===== config.mk =====
export PLATFORM = sky130hd
export DESIGN_NAME = risc_sequencer_flat
export DESIGN_NICKNAME = d
export VERILOG_FILES = /design/src/rtl/risc_sequencer_pkg.sv /design/src/rtl/risc_sequencer_if.sv /design/src/rtl/risc_sequencer_alu.sv /design/src/rtl/risc_sequencer.sv /design/src/flat_wrapper.sv
export SDC_FILE = /design/constraint.sdc
export NUM_CORES = 1
export LEC_CHECK = 0
export ABC_AREA = 1
export CAP_MARGIN = 20
export CORE_MARGIN = 1.5
export CORE_UTILIZATION = 40
export CTS_BUF_LIST = sky130_fd_sc_hd__clkbuf_16
export DETAILED_ROUTE_END_ITERATION = 10
export PLACE_DENSITY = 0.61
export SETUP_SLACK_MARGIN = 0.5
export SLEW_MARGIN = 20
export SYNTH_ARGS = -nofsm -noshare
export SYNTH_HDL_FRONTEND = slang
export SYNTH_SLANG_ARGS = --single-unit

===== constraint.sdc =====
create_clock -name clk -period 4.1 [get_ports clk]
set_clock_uncertainty 0.15 [all_clocks]
set_input_delay 0.82 -clock clk [delete_from_list [all_inputs] [get_ports clk]]
set_output_delay 0.82 -clock clk [all_outputs]
set_load 0.005 [all_outputs]

===== src/rtl/risc_sequencer_pkg.sv =====
// rtl/risc_sequencer_pkg.sv - shared opcodes, state encoding and width defaults for the sequencer
package risc_pkg;

   localparam int AW_DEF = 5;
   localparam int DW_DEF = 8;

   localparam logic [2:0] OP_HLT = 3'b000;
   localparam logic [2:0] OP_SKZ = 3'b001;
   localparam logic [2:0] OP_ADD = 3'b010;
   localparam logic [2:0] OP_AND = 3'b011;
   localparam logic [2:0] OP_XOR = 3'b100;
   localparam logic [2:0] OP_LDA = 3'b101;
   localparam logic [2:0] OP_STO = 3'b110;
   localparam logic [2:0] OP_JMP = 3'b111;

   typedef enum logic [2:0] {
      S0_FETCH_ADDR = 3'd0,
      S1_FETCH_RD   = 3'd1,
      S2_FETCH_LD   = 3'd2,
      S3_DECODE     = 3'd3,
      S4_OP_ADDR    = 3'd4,
      S5_OP_RD      = 3'd5,
      S6_EXEC       = 3'd6,
      S_HALT        = 3'd7
   } state_t;

   // Opcodes whose operand phase reads a data byte from memory
   function automatic logic op_reads(input logic [2:0] op);
      return (op == OP_ADD) || (op == OP_AND) || (op == OP_XOR) || (op == OP_LDA);
   endfunction

endpackage


===== src/rtl/risc_sequencer_if.sv =====
// rtl/risc_sequencer_if.sv - memory bus between the sequencer (master) and the 32x8 memory (slave)
interface risc_sequencer_if #(
   parameter int AW = 5,
   parameter int DW = 8
);
   logic [AW-1:0] mem_addr;
   logic          mem_rd;
   logic          mem_wr;
   logic [DW-1:0] mem_data_in;
   logic [DW-1:0] mem_data_out;

   modport master (
      output mem_addr, mem_rd, mem_wr, mem_data_in,
      input  mem_data_out
   );

   modport slave (
      input  mem_addr, mem_rd, mem_wr, mem_data_in,
      output mem_data_out
   );
endinterface


===== src/rtl/risc_sequencer_alu.sv =====
// rtl/risc_sequencer_alu.sv - combinational accumulator update and zero flag
module risc_alu
   import risc_pkg::*;
#(
   parameter int DW = DW_DEF
) (
   input  logic [2:0]    i_opcode,
   input  logic [DW-1:0] i_acc,
   input  logic [DW-1:0] i_data,
   output logic [DW-1:0] o_next_acc,
   output logic          o_zero
);

   // Non-arithmetic opcodes pass the accumulator through unchanged
   always_comb begin
      o_next_acc = i_acc;
      case (i_opcode)
         OP_ADD:  o_next_acc = i_acc + i_data;
         OP_AND:  o_next_acc = i_acc & i_data;
         OP_XOR:  o_next_acc = i_acc ^ i_data;
         OP_LDA:  o_next_acc = i_data;
         default: o_next_acc = i_acc;
      endcase
   end

   assign o_zero = (i_acc == '0);

endmodule


===== src/rtl/risc_sequencer.sv =====
// rtl/risc_sequencer.sv - 7-phase fetch/execute sequencer; optional retire counter under RISC_SEQ_RETIRE_CNT_EN
module risc_sequencer
   import risc_pkg::*;
#(
   parameter int AW = AW_DEF,
   parameter int DW = DW_DEF
) (
   input  logic                 clk,
   input  logic                 rst_n,
   risc_sequencer_if.master     mem,
   output logic                 halt,
   output logic [AW-1:0]        pc,
`ifdef RISC_SEQ_RETIRE_CNT_EN
   output logic [DW-1:0]        acc,
   output logic [15:0]          retired
`else
   output logic [DW-1:0]        acc
`endif
);

   state_t        r_state;
   state_t        w_next_state;
   logic [AW-1:0] r_pc;
   logic [DW-1:0] r_ir;
   logic [DW-1:0] r_acc;
   logic [2:0]    w_opcode;
   logic [AW-1:0] w_operand;
   logic [DW-1:0] w_next_acc;
   logic          w_zero;

   assign w_opcode  = r_ir[DW-1:AW];
   assign w_operand = r_ir[AW-1:0];

   risc_alu #(.DW(DW)) u_alu (
      .i_opcode   (w_opcode),
      .i_acc      (r_acc),
      .i_data     (mem.mem_data_out),
      .o_next_acc (w_next_acc),
      .o_zero     (w_zero)
   );

   // State register; reset lands in FETCH_ADDR so the first cycle after release fetches pc=0
   always_ff @(posedge clk or negedge rst_n) begin
      if (!rst_n) r_state <= S0_FETCH_ADDR;
      else        r_state <= w_next_state;
   end

   // Phase sequencing; HLT leaves the loop after decode and parks until reset
   always_comb begin
      w_next_state = r_state;
      case (r_state)
         S0_FETCH_ADDR: w_next_state = S1_FETCH_RD;
         S1_FETCH_RD:   w_next_state = S2_FETCH_LD;
         S2_FETCH_LD:   w_next_state = S3_DECODE;
         S3_DECODE:     w_next_state = (w_opcode == OP_HLT) ? S_HALT : S4_OP_ADDR;
         S4_OP_ADDR:    w_next_state = S5_OP_RD;
         S5_OP_RD:      w_next_state = S6_EXEC;
         S6_EXEC:       w_next_state = S0_FETCH_ADDR;
         default:       w_next_state = S_HALT;
      endcase
   end

   // Moore bus outputs decoded from state and ir only
   always_comb begin
      mem.mem_addr = r_pc;
      mem.mem_rd   = 1'b0;
      mem.mem_wr   = 1'b0;
      halt         = 1'b0;
      case (r_state)
         S1_FETCH_RD, S2_FETCH_LD: mem.mem_rd = 1'b1;
         S4_OP_ADDR:               mem.mem_addr = w_operand;
         S5_OP_RD: begin
            mem.mem_addr = w_operand;
            mem.mem_rd   = op_reads(w_opcode);
         end
         S6_EXEC: begin
            mem.mem_addr = w_operand;
            mem.mem_rd   = op_reads(w_opcode);
            mem.mem_wr   = (w_opcode == OP_STO);
         end
         S_HALT:                   halt = 1'b1;
         default:                  mem.mem_addr = r_pc;
      endcase
   end

   assign mem.mem_data_in = r_acc;
   assign pc              = r_pc;
   assign acc             = r_acc;

   // Datapath: ir loads in FETCH_LD, pc steps in DECODE, acc/pc resolve in EXEC
   always_ff @(posedge clk or negedge rst_n) begin
      if (!rst_n) begin
         r_pc  <= '0;
         r_ir  <= '0;
         r_acc <= '0;
      end else begin
         case (r_state)
            S2_FETCH_LD: r_ir <= mem.mem_data_out;
            S3_DECODE:   r_pc <= r_pc + 1'b1;
            S6_EXEC: begin
               r_acc <= w_next_acc;
               if (w_opcode == OP_JMP)
                  r_pc <= w_operand;
               else if ((w_opcode == OP_SKZ) && w_zero)
                  r_pc <= r_pc + 1'b1;
            end
            default: ;
         endcase
      end
   end

`ifdef RISC_SEQ_RETIRE_CNT_EN
   // Counts completed EXEC phases, holding at all-ones instead of wrapping
   always_ff @(posedge clk or negedge rst_n) begin
      if (!rst_n)
         retired <= '0;
      else if ((r_state == S6_EXEC) && (retired != 16'hFFFF))
         retired <= retired + 16'd1;
   end
`endif

endmodule

===== src/flat_wrapper.sv =====
// flat-port wrapper written by rule: the top's interface ports become plain ports
module risc_sequencer_flat import risc_pkg::*;
#(
   parameter int AW = AW_DEF,
   parameter int DW = DW_DEF
)
  (clk, rst_n, halt, pc, acc, mem_mem_addr, mem_mem_rd, mem_mem_wr, mem_mem_data_in, mem_mem_data_out);
  risc_sequencer_if #(.AW(AW), .DW(DW)) mem_i ();
  input  logic clk;
  input  logic rst_n;
  output logic halt;
  output logic [AW-1:0] pc;
  output logic [DW-1:0] acc;
  output wire logic [$bits(mem_i.mem_addr)-1:0] mem_mem_addr;
  output wire logic [$bits(mem_i.mem_rd)-1:0] mem_mem_rd;
  output wire logic [$bits(mem_i.mem_wr)-1:0] mem_mem_wr;
  output wire logic [$bits(mem_i.mem_data_in)-1:0] mem_mem_data_in;
  input wire logic [$bits(mem_i.mem_data_out)-1:0] mem_mem_data_out;
  assign mem_mem_addr = mem_i.mem_addr;
  assign mem_mem_rd = mem_i.mem_rd;
  assign mem_mem_wr = mem_i.mem_wr;
  assign mem_mem_data_in = mem_i.mem_data_in;
  assign mem_i.mem_data_out = mem_mem_data_out;
  risc_sequencer #(.AW(AW), .DW(DW)) u_core (.clk(clk), .rst_n(rst_n), .mem(mem_i), .halt(halt), .pc(pc), .acc(acc));
endmodule

Fig. 1: placement by cell class
Bar = 20 µm. Fill, decap, tap and diode cells in grey.
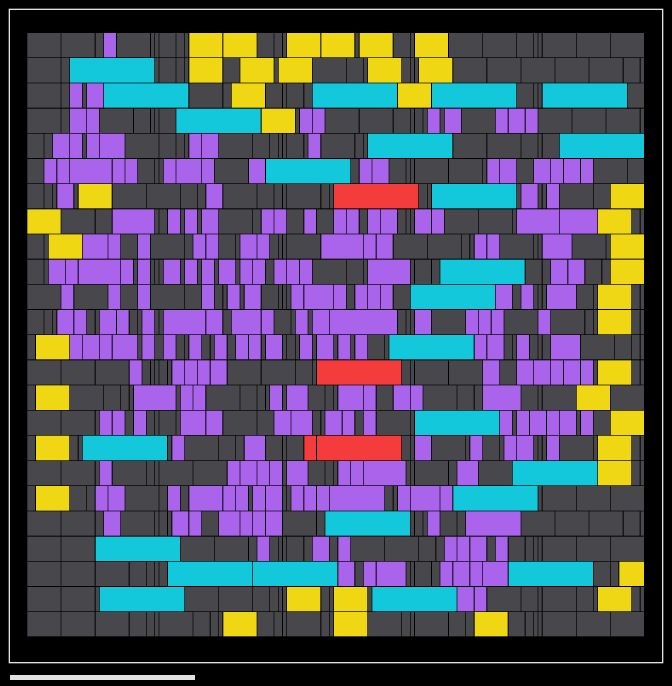
- other buffers and delay cells: yellow (cells 39)
- clock drivers and dummy loads: red (cells 4)
- flip-flops: cyan (cells 24)
- all other logic: purple (cells 230)

Fig. 2: gate families picked out
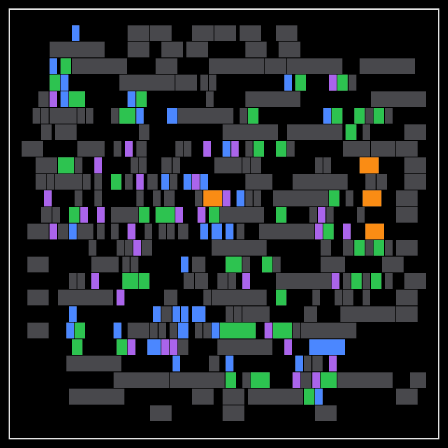
- inverting AOI/OAI gates: green (cells 41)
- inverters: purple (cells 32)
- XOR/XNOR gates: orange (cells 4; where east)
- NOR gates: blue (cells 34)

==> results.sh <==
# implementation run metrics
export IMPL_outcome="completed"
export IMPL_total_power_w=0.00191
export IMPL_dp_cells=345
export IMPL_die_size_y_um=70.4
export IMPL_post_cts_buffers=0
export IMPL_hold_worst_slack_ps=333
export IMPL_r2r_start="u_core.acc[0]$_DFFE_PN0P_"
export IMPL_p_leak_nw=1.10
export IMPL_fp_util=0.418
export IMPL_lay_top_count="nand2_1"
export IMPL_ff_type="dfrtp_1"
export IMPL_post_place_ws_ps=1350
export IMPL_die_area_mm2=0.00496
export IMPL_grt_pass1_wl_um=7820
export IMPL_min_from="u_core.r_ir[3]$_DFFE_PN0P_"
export IMPL_clock_fmax_ghz=0.339
export IMPL_largestClassByArea="multi-input combinational cells"
export IMPL_top_area_frac=0.330
export IMPL_post_route_min_period_ps=2950
export IMPL_synth_nets=283
export IMPL_yosysTopAreaCell="dfrtp_1"
export IMPL_cts_repair_resized=0
export IMPL_warnings=26
export IMPL_hold_viol_final=0
export IMPL_synth_seq_share=0.330
export IMPL_routed_wl_um=4500
export IMPL_grt_setup_unrepaired="no"
export IMPL_avgSynthCellArea_um2=6.92
export IMPL_wl_per_cell_um=12.9
export IMPL_buffers=39
export IMPL_fillCellCount=438
export IMPL_powerDensity_mw_per_mm2=837
export IMPL_slowest_stage="clkdlybuf4s50_1"
export IMPL_endpoint_kind="output port"
export IMPL_adder_share=0.0729
export IMPL_tightest_slew_ps=611
export IMPL_common_cells="nand2_1, inv_1, nor2_1"
export IMPL_track_usage=0.196
export IMPL_nonClkBufAreaFrac=0.170
export IMPL_syn_area_mm2=0.00182
export IMPL_ioPinCount=39
Fig. 3: where the registers sit
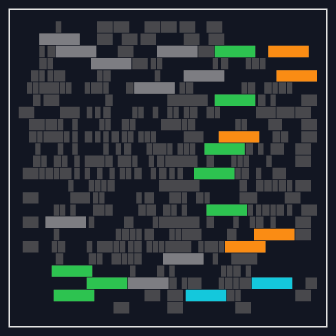
- u_core.pc: orange (placed flops 5)
- u_core.r_ir: green (placed flops 8)
- u_core.r_state: cyan (placed flops 2)
flop share of the area: 0.263
Seq. cell area: 601 µm²
Seq. pwr: 0.000512 W
Final Core Density: 0.525

flip-flops by register name, summed over array words and instances, names as in the netlist, named ones only:
name	cells
u_core.pc	5
u_core.r_ir	8
u_core.acc	8
u_core.r_state	2
power by group:
| group | leakage, nW | switching (W) | internal, W | total, W |
|---|---|---|---|---|
| Clock | 0.0385 | 0.0000847 | 0.000130 | 0.000215 |
| Sequential | 0.288 | 0.000155 | 0.000357 | 0.000512 |
| Combinational | 0.778 | 0.000622 | 0.000565 | 0.00119 |
| Total | 1.10 | 0.000862 | 0.00105 | 0.00191 |
metal layers:
metal / share of wire / track usage / vias up
met1: 0.47 / 0.268 / 798
met5: 0 / 0 / -
met4: 0.012 / 0.0513 / 0
li1: - / - / 919
met3: 0.038 / 0.0173 / 5
met2: 0.48 / 0.332 / 41
Power figures rest on the tool's default switching activity, not on a simulated workload.
